Figure 1. Signal wires on met1.
Cells faint in the background.
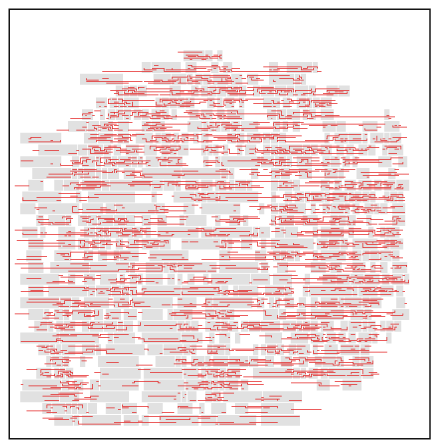
Figure 2. Met2 routing.
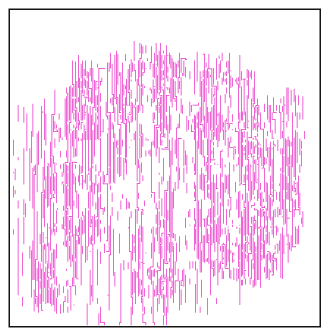
Figure 3. M3 wires.
Cells faint in the background.
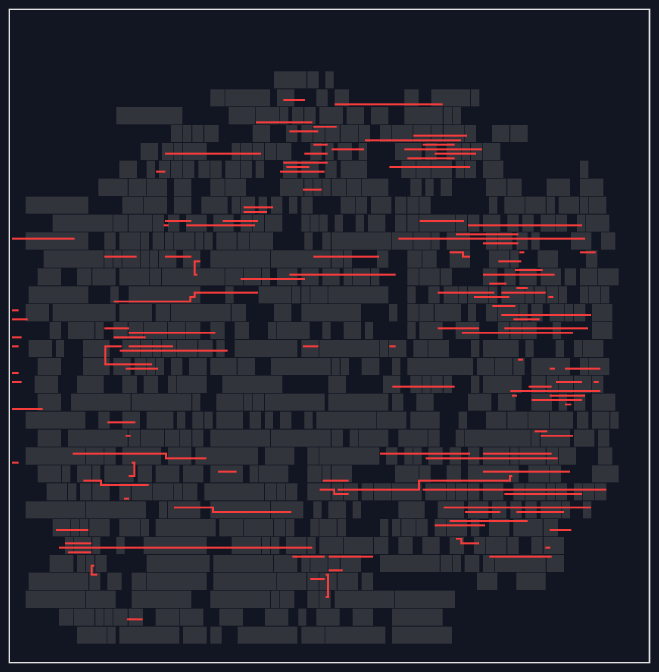
==> config.mk <==
export PLATFORM = sky130hd
export DESIGN_NAME = keypad_scanner
export DESIGN_NICKNAME = d
export VERILOG_FILES = /design/src/rtl/keypad_scanner.sv
export SDC_FILE = /design/constraint.sdc
export NUM_CORES = 1
export LEC_CHECK = 0
export CAP_MARGIN = 0
export CORE_AREA = 2 2 95 97
export DETAILED_ROUTE_END_ITERATION = 8
export DIE_AREA = 0 0 97 99
export GPL_ROUTABILITY_DRIVEN = 0
export GPL_TIMING_DRIVEN = 1
export PLACE_DENSITY = 0.85
export SLEW_MARGIN = 25
export SYNTH_ARGS = -nofsm -noshare
export SYNTH_HDL_FRONTEND = slang
export SYNTH_SLANG_ARGS = --single-unit
==> constraint.sdc <==
create_clock -name clk -period 12.5 [get_ports clk]
set_input_delay 2.5 -clock clk [delete_from_list [all_inputs] [get_ports clk]]
set_output_delay 2.5 -clock clk [all_outputs]
set_load 0.01 [all_outputs]
==> summary.txt <==
yosys + openroad results -> Power Clock ~120 µW, Commonest Layout Cell nand2_1, clock network area share approximately 2.2%, Hold Buf Count CTS 0, adder share 4.02%, Root Driver clkbuf_8, pre-CTS WS around 2000 ps, post-route design area approximately 5300 µm², outcome finished clean, sequential cell area share between 20% and 30%, WL met2 6220 µm, Leak Pwr 2.13 nW, Fin Clk Skew 14.2 ps, Crit path arrival time about 11,000 ps, NetSw about 55 µW, largest net degree at the start of global routing 50, Tmin final 10,740 ps, CTS tree built, WL/cell 17.8 µm, Clk pwr share 40.9%, switching share of power 19.4%, CP Capture Type flip-flop, Antenna Cells 0, Worst path slowest cell dfrtp_1, routed wl met3 about 880 µm, Max Clk Rate 93.1 MHz, fin cells 725, CTS Sinks 49, M1 WL 5530 µm, P_seq ~160 µW, busiest grt layer met2, worst path bufs/invs 1, Reg area 1240 µm², clk slew on worst S/H paths 90 ps, Ports 18, max capacitance violation total 0, core area 8550 µm², AO/OA Area Share 33.1%, Area Growth Syn to Fin 6.32%
## Picture notes: Figure 1
wire length on this layer: 5,530 µm
share of all routed wire: 43%
nets with wire on the layer: 605
total wire length: 12,900 µm
vias: 4,944
M1 GR Usage: 35.7%

## Picture notes: Figure 2
main direction: vertical
share of all routed wire: 48%
nets with wire on the layer: 561
wire length on this layer: 6,220 µm
longest straight run: 38.1 µm
met2 usage: 45.6%

## Picture notes: Figure 3
share of all routed wire: 6.8%
wire length on this layer: 876 µm
nets with wire on the layer: 105
routing usage on met3: 2.98%

Power and IR drop assume default switching activity.
